### config.mk
export PLATFORM = sky130hd
export DESIGN_NAME = sha_farm_sched
export DESIGN_NICKNAME = d
export VERILOG_FILES = /design/src/rtl/sha_farm_sched.sv
export SDC_FILE = /design/constraint.sdc
export NUM_CORES = 1
export LEC_CHECK = 0
export CORE_AREA = 3 3 103 105
export CTS_BUF_LIST = sky130_fd_sc_hd__clkbuf_2
export CTS_CLUSTER_DIAMETER = 50
export DETAILED_ROUTE_END_ITERATION = 12
export DIE_AREA = 0 0 106 108
export GPL_ROUTABILITY_DRIVEN = 0
export PLACE_DENSITY = 0.71
export SLEW_MARGIN = 20
export SYNTH_ARGS = -nofsm -noshare
export SYNTH_HDL_FRONTEND = slang
export SYNTH_SLANG_ARGS = --single-unit
### constraint.sdc
create_clock -name clk_i -period 1.95 [get_ports clk_i]
set_input_delay 0.39 -clock clk_i [delete_from_list [all_inputs] [get_ports clk_i]]
set_output_delay 0.39 -clock clk_i [all_outputs]
set_load 0.01 [all_outputs]
### src/rtl/sha_farm_sched.sv
// rtl/sha_farm_sched.sv - loads nonces into a ROWSxCOLS hashing farm, polls for hits, repeats up to MAX_PASS passes.
// Define SHA_FARM_SCHED_CONTINUE_EN to keep polling after a hit; the job then ends only on pass exhaustion.
module sha_farm_sched #(
  parameter int WIDTH_ADD  = 5,
  parameter int WIDTH_FARM = 16,
  parameter int ROWS       = 4,
  parameter int COLS       = 4,
  parameter int MAX_PASS   = 8
) (
  input  logic                  clk_i,
  input  logic                  rst_i,
  input  logic                  job_valid_i,
  input  logic [WIDTH_FARM-1:0] job_base_i,
  output logic                  job_ready_o,
  input  logic                  farmbusy_i,
  input  logic [WIDTH_FARM-1:0] farmrdata_i,
  output logic [WIDTH_ADD-1:0]  writerow_o,
  output logic [WIDTH_ADD-1:0]  writecol_o,
  output logic [WIDTH_ADD-1:0]  readrow_o,
  output logic [WIDTH_ADD-1:0]  readcol_o,
  output logic [WIDTH_FARM-1:0] farmwdata_o,
  output logic                  farmwrite_o,
  output logic                  farmread_o,
  output logic                  hit_valid_o,
  output logic [WIDTH_ADD-1:0]  hit_row_o,
  output logic [WIDTH_ADD-1:0]  hit_col_o,
  output logic [WIDTH_FARM-1:0] hit_data_o,
  output logic                  done_o,
  output logic                  exhausted_o
);

  localparam int UNITS  = ROWS * COLS;
  localparam int IDX_W  = (UNITS > 1) ? $clog2(UNITS) : 1;
  localparam int PASS_W = (MAX_PASS > 1) ? $clog2(MAX_PASS) : 1;

  typedef enum logic [2:0] {IDLE, LOAD, POLL, DRAIN, DONE} state_t;

  state_t                state, state_nxt;
  logic [WIDTH_FARM-1:0] base;
  logic [IDX_W-1:0]      idx;
  logic [WIDTH_ADD-1:0]  row, col, pend_row, pend_col;
  logic [PASS_W-1:0]     pass;
  logic                  rd_pend, hit_job, exhausted_q;
  logic                  hit_now, last_unit, last_pass, stop_poll;

  // A read strobe in cycle t owes a sample of farmrdata_i in cycle t+1.
  assign hit_now   = rd_pend && farmrdata_i[WIDTH_FARM-1];
  assign last_unit = (32'(idx) == 32'(UNITS - 1));
  assign last_pass = ((32'(pass) + 32'd1) == 32'(MAX_PASS));

`ifdef SHA_FARM_SCHED_CONTINUE_EN
  assign stop_poll = 1'b0;
`else
  assign stop_poll = hit_now || hit_job;
`endif

  assign job_ready_o = (state == IDLE);
  assign done_o      = (state == DONE);
  assign exhausted_o = (state == DONE) && exhausted_q;
  assign writerow_o  = row;
  assign writecol_o  = col;
  assign readrow_o   = row;
  assign readcol_o   = col;
  assign farmwdata_o = base + WIDTH_FARM'(idx);

  always_comb begin
    state_nxt   = state;
    farmwrite_o = 1'b0;
    farmread_o  = 1'b0;
    case (state)
      IDLE:  if (job_valid_i) state_nxt = LOAD;
      LOAD: begin
        if (!farmbusy_i) begin
          farmwrite_o = 1'b1;
          if (last_unit) state_nxt = POLL;
        end
      end
      POLL: begin
        if (!farmbusy_i) begin
          if (stop_poll) begin
            state_nxt = DRAIN;
          end else begin
            farmread_o = 1'b1;
            if (last_unit) state_nxt = DRAIN;
          end
        end
      end
      DRAIN: state_nxt = (stop_poll || last_pass) ? DONE : LOAD;
      DONE:  state_nxt = IDLE;
      default: state_nxt = IDLE;
    endcase
  end

  always_ff @(posedge clk_i) begin
    if (rst_i) begin
      state       <= IDLE;
      base        <= '0;
      idx         <= '0;
      row         <= '0;
      col         <= '0;
      pend_row    <= '0;
      pend_col    <= '0;
      pass        <= '0;
      rd_pend     <= 1'b0;
      hit_job     <= 1'b0;
      exhausted_q <= 1'b0;
      hit_valid_o <= 1'b0;
      hit_row_o   <= '0;
      hit_col_o   <= '0;
      hit_data_o  <= '0;
    end else begin
      state       <= state_nxt;
      rd_pend     <= farmread_o;
      hit_valid_o <= hit_now;
      if (farmread_o) begin
        pend_row <= row;
        pend_col <= col;
      end
      if (hit_now) begin
        hit_row_o  <= pend_row;
        hit_col_o  <= pend_col;
        hit_data_o <= farmrdata_i;
        hit_job    <= 1'b1;
      end
      if (farmwrite_o || farmread_o) begin
        if (last_unit) begin
          idx <= '0;
          row <= '0;
          col <= '0;
        end else begin
          idx <= idx + IDX_W'(1);
          if (32'(col) == 32'(COLS - 1)) begin
            col <= '0;
            row <= row + WIDTH_ADD'(1);
          end else begin
            col <= col + WIDTH_ADD'(1);
          end
        end
      end
      case (state)
        IDLE: begin
          if (job_valid_i) begin
            base        <= job_base_i;
            pass        <= '0;
            idx         <= '0;
            row         <= '0;
            col         <= '0;
            hit_job     <= 1'b0;
            exhausted_q <= 1'b0;
          end
        end
        DRAIN: begin
          if (state_nxt == DONE) begin
            exhausted_q <= !(hit_job || hit_now);
          end else begin
            base <= base + WIDTH_FARM'(UNITS);
            pass <= pass + PASS_W'(1);
            idx  <= '0;
            row  <= '0;
            col  <= '0;
          end
        end
        default: ;
      endcase
    end
  end

endmodule

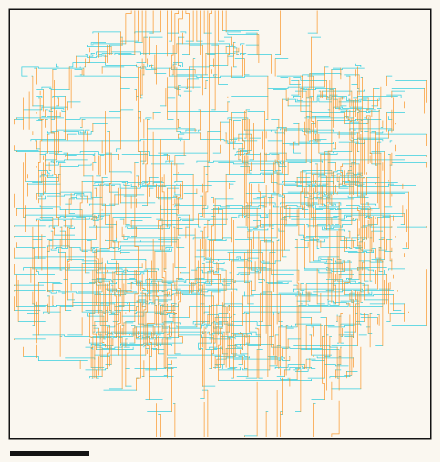
Figure 1: run 1, wiring by layer.
Bar = 20 microns. Two of the layers only.
Orange stands for M2, wire length 5370 microns. Cyan stands for M1, wire length 4720 microns.

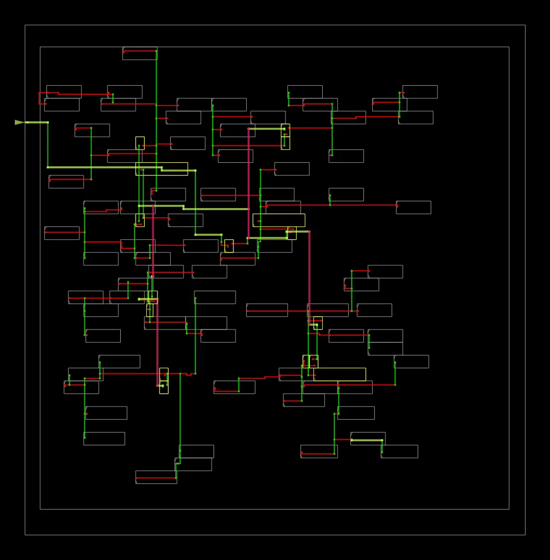
Figure 2: run 1, clock nets.
flop count: 76
clk ins delay skew pair: 500 ps

==> results.toml, run 1 <==
# physical design summary
[status]
run_status = "finished with violations"
violations = "setup timing"

[logic_synthesis]
common_cells = "dfxtp_1 (76), nand2_1 (76), a21oi_1 (56)"
area_leaders = "dfxtp_1 (39%), nand2_1 (7.4%), a21oi_1 (7.3%)"
yosys_cells = 475
syn_area_sq_um = 3862
synthCells = 475
edf_count = 0
synth.distinct_cells = 58
synth.net_count = 521
synth_flops = 76

[floorplanning]
core_area_sq_um = 9729

[final_timing]
period_used_share = 1.352
setup_ws_ps = -687.3
setup_viol = 15
tightestPinTransition_ps = 395.4
finalClockSkew_ps = 22.00
fmax_mhz = 379.2
period_needed_ps = 2637
slew_viol_final = 0
final_hold_viol_count = 0

[route]
top_layer = "met4"
first_pass_iters = 5
wl_per_cell_microns = 14.40
wl_microns = 11060
wl_met3_microns = 873
wl_met2_microns = 5365
vias = 4009

[worst_setup_path]
path_cells = "ha_4 > inv_2 > fa_2 > nor2b_4 > o21ai_4 > a211oi_2 > xor2_1 > buf_2"
timing.rr.start = "idx[0]"
critPathSlowestCell = "dfxtp_2"
endpoint = "farmwdata_o[12]"
crit_start = "idx[0]"
arrival_ps = 2250
start_kind = "flop"
ff2ff_setup_slack_ps = 130
cp_max_fo = 6

[place]
hpwl_microns = 7597
postPlaceCellArea_sq_um = 5404
pre_cts_ws_ps = -588.2

[power_and_ir_drop]
p_per_area_nw_per_um2 = 536.1
totalPowerFinal_mw = 3.073

[clocking]
cts_tree = "done"
cts_made_buffers = 9
root_buffer = "clkbuf_2"
ctsResizeCount = 93

[global_route]
antenna_found_initial = 0
grt_pass1_wl_microns = 18290
top_usage_layer = "met2"
use_met2 = 0.3365
grt_max_degree = 66
grt_use_met3 = 0.05433

[cells_and_area]
nets = 676
fin_util = 0.5892
areaGrowthSynthToFinish_pct = 48.43
fin_cells = 768

[job]
warnings = 29
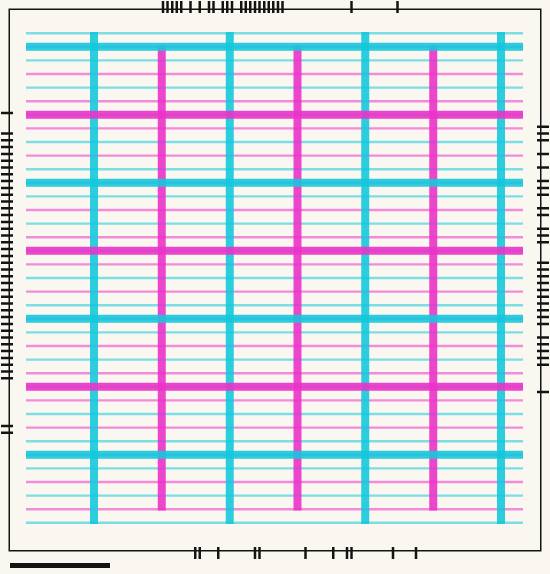
Figure 3: run 1, PDN straps and rails.
Bar = 20 microns. Pins as bars on the die edge.
Cyan stands for VSS. Magenta stands for VDD.
37 met1 rails follow the rows. 104 signal pins sit on the boundary. 7 straps on met5. The core has 36 rows.

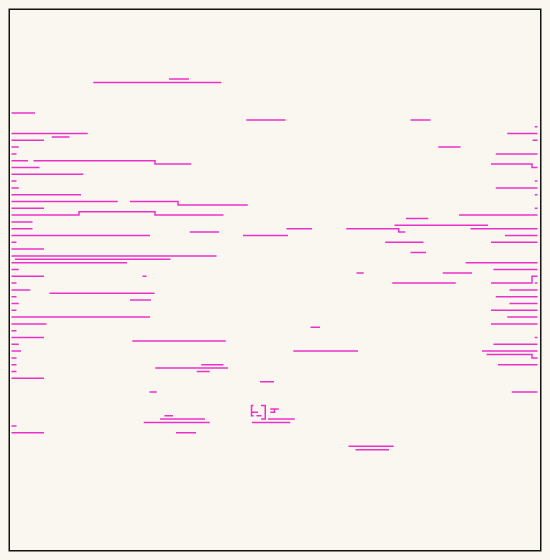
Figure 4: run 1, the metal 3 layer.
The layer carries 873 microns of wire. 96 nets have wire on it. The wires run mostly horizontal. The longest straight run is 40.7 microns. The layer holds 7.9% of the routed length.

-- run 1: worst min path at each step --
stage	startpoint	to	depth (start not counted)
after floorplan	pend_col[0]	hit_col_o[0]	2
after global placement	pend_row[4]	hit_row_o[4]	2
after detailed placement	hit_data_o[6]	hit_data_o[6]	2
after CTS	rst_i	readcol_o[4]	3
after global routing	rst_i	hit_valid_o	3
final	rst_i	pend_row[1]	3
-- run 1: registers in the layout, summed over array words and instances (netlist names) --
name and flops:
pend_row 5, readcol_o 5, rd_pend 1, pend_col 5
idx 4, hit_col_o 5, hit_data_o 16, state 3
pass 3, hit_job 1, hit_row_o 5, hit_valid_o 1
base 16, exhausted_q 1, readrow_o 5
-- run 1: kinds of logic (layout without fill, tap and decap cells) --
| kind of cell | after synthesis | count (layout) | share of synthesized area |
|---|---|---|---|
| compound gates | 123 | 123 | 0.1934 |
| xor+xnor | 14 | 14 | 0.03175 |
| fa+ha+maj | 10 | 10 | 0.03434 |
| buf+inv | 53 | 213 | 0.07094 |
| flops | 76 | 76 | 0.3939 |
| mux | 11 | 11 | 0.02851 |
| simple gates | 188 | 188 | 0.2472 |
-- run 1: cell type report --
cell class                 count  area, sq um
timing repair buffer         188         1612
fill                         911         3996
clock inverter                 6        102.6
multi-input combinational    346         2201
tap                          133        166.4
sequential                    76         1568
inverter                       9        33.78
clock buffer                  10        50.05
-- run 1: critical path: cells and delay by family, from the launching register on --
kind                     cells  cell delay, ps
buffers and inverters        2             190
XOR/XNOR                     1             160
adder cells (fa/ha/maj)      2             510
flip-flops                   1             400
AND-OR/OR-AND                2             350
AND/OR/NAND/NOR              1             140
-- run 1: power by group --
group | switching (mW) | internal [mW] | leakage [nW]
clock | 0.533 | 0.549 | 0.0910
combinational | 0.187 | 0.218 | 1.62
sequential | 0.0190 | 1.57 | 0.625
## Run 2: what changed since run 1
--- a/config.mk
+++ b/config.mk
@@ -5,13 +5,13 @@
 export SDC_FILE = /design/constraint.sdc
 export NUM_CORES = 1
 export LEC_CHECK = 0
-export CORE_AREA = 3 3 103 105
+export CORE_AREA = 3 3 97 99
 export CTS_BUF_LIST = sky130_fd_sc_hd__clkbuf_2
 export CTS_CLUSTER_DIAMETER = 50
 export DETAILED_ROUTE_END_ITERATION = 12
-export DIE_AREA = 0 0 106 108
+export DIE_AREA = 0 0 100 102
 export GPL_ROUTABILITY_DRIVEN = 0
-export PLACE_DENSITY = 0.71
+export PLACE_DENSITY = 0.79
 export SLEW_MARGIN = 20
 export SYNTH_ARGS = -nofsm -noshare
 export SYNTH_HDL_FRONTEND = slang
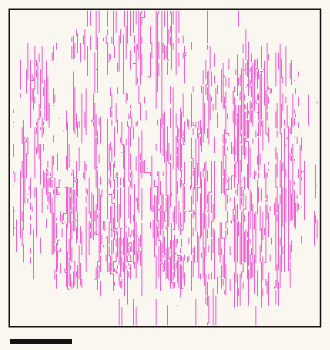
Figure 5: run 2, M2 wires.
Bar = 20 microns.
578 nets have wire on it. The layer carries 5940 microns of wire. The layer holds 51% of the routed length. The longest straight run is 48.6 microns.

==> results.toml, run 2 <==
# physical design summary
[status]
run_status = "finished with violations"
violations = "setup timing"

[logic_synthesis]
synth.distinct_cells = 58
edf_count = 0
common_cells = "dfxtp_1 (76), nand2_1 (76), a21oi_1 (56)"
yosys_warnings = 0
synth_flops = 76
yosys_cells = 475
synthCells = 475
synth.net_count = 521
syn_area_sq_um = 3862
syn_area_per_cell_sq_um = 8.131
area_leaders = "dfxtp_1 (39%), nand2_1 (7.4%), a21oi_1 (7.3%)"
top_cell_area_share = 0.3939

[route]
drc = 0
first_pass_iters = 4
drtAntennaViolNets = 0
wl_met3_microns = 806
top_layer = "met4"
vias_per_cell = 5.413
wl_met2_microns = 5939
wl_per_cell_microns = 15.72
vias = 4022
wl_microns = 11680

[cells_and_area]
nets = 676
post_route_cells_drive_above_1_share = 0.3008
lay_top_count = "buf_4"
fin_util = 0.6776
top_regs = "base (16), hit_data_o (16)"
areaGrowthSynthToFinish_pct = 51.51
fin_cells = 743
finalInstanceArea_sq_um = 5852

[clocking]
cts_buffer_depth = 2
cts_tree = "done"
clk_pin_slew_ps = 230
root_buffer = "clkbuf_2"
cts_made_buffers = 9
ctsResizeCount = 117
clkSinkCount = 76
clock_latency_ps = 520

[worst_setup_path]
ff2ff_setup_slack_ps = 100
start_kind = "flop"
cp.required_ps = 1560
cp_max_fo = 6
arrival_ps = 2260
cp-end-kind = "output port"
timing.rr.start = "state[1]"
worst-setup-path-type = "flop to output port"

[power_and_ir_drop]
switching_share = 0.2689
ir_drop_mv = 0.4995
p_per_area_nw_per_um2 = 525.0
totalPowerFinal_mw = 3.072
p_comb_frac = 0.138
internal-power_mw = 2.246
seqPwrFrac = 0.518
p_leak_nw = 2.516
p_switching_uw = 826.2
p_clk_frac = 0.344

[place]
postPlaceCellArea_sq_um = 5370
hpwl_microns = 7792
pre_cts_ws_ps = -581.2
dp.cells = 711

[final_timing]
finalClockSkew_ps = 31.79
slew_viol_final = 0
grt_setup_unrepaired = "true"
relSlewSlack = 0.7212
tightestPinTransition_ps = 416.4
period_needed_ps = 2654
setup_ws_ps = -703.9
period_used_share = 1.361
fmax_mhz = 376.8
setup_viol = 15
final_hold_viol_count = 0

[global_route]
grt_pass1_wl_microns = 18600
antenna_found_initial = 0
grt_max_degree = 66
grt_overflow_total = 0
track_usage = 0.2245

[floorplanning]
core_area_sq_um = 8636
chipArea_sq_um = 10200
io_pins = 104
num_rows = 34

[min_path]
holdPathEnd = "rd_pend"
holdPathStages = 3
hp-class = "primary input to flop"
min_from = "rst_i"

[job]
warnings = 29
[run 2: metal layers]
layer,global-route usage,up-vias
met5,0,-
met4,0.08394,0
met3,0.04983,13
met2,0.4017,134
met1,0.2637,1897
li1,-,1978
[run 2: cells by family after synthesis]
group | count (synthesis) | synth area share
AND/OR/NAND/NOR | 188 | 0.2472
AND-OR/OR-AND | 123 | 0.1934
flip-flops | 76 | 0.3939
buffers and inverters | 53 | 0.07094
XOR/XNOR | 14 | 0.03175
multiplexers | 11 | 0.02851
adder cells (fa/ha/maj) | 10 | 0.03434
[run 2: critical path, stage by stage (launching register included)]
cell	delay [ps]
dfxtp_2	410
ha_4	140
inv_2	30
fa_2	360
nor2b_4	140
o21ai_4	100
a211oi_2	240
xor2_1	180
buf_2	160
[run 2: worst max-delay path by stage]
stage                     startpoint              end  slack, ps
after global placement       base[0]  farmwdata_o[14]       -490
after detailed placement     base[0]  farmwdata_o[14]       -580
after floorplan               idx[0]  farmwdata_o[12]         -7
final                         idx[0]  farmwdata_o[14]       -700
after CTS                     idx[0]  farmwdata_o[14]       -770
after global routing          idx[0]  farmwdata_o[14]       -830
[run 2: power groups by stage]
stage | sequential, mW | combinational (mW) | clock [mW]
2_1_floorplan | 1.63 | 0.179 | 0
3_3_place_gp | 1.63 | 0.406 | 0
3_5_place_dp | 1.63 | 0.414 | 0
4_1_cts | 1.59 | 0.403 | 1.09
5_1_grt | 1.60 | 0.459 | 1.15
6_report | 1.59 | 0.423 | 1.06
[run 2: layout make-up]
type	instances	area, sq um
Clock buffer	9	45.04
Clock inverter	7	105.1
Fill cell	711	2784
Inverter	9	33.78
Multi-Input combinational cell	346	2317
Sequential cell	76	1574
Tap cell	108	135.1
Timing Repair Buffer	188	1642
Power is estimated from default activity; no workload was simulated.
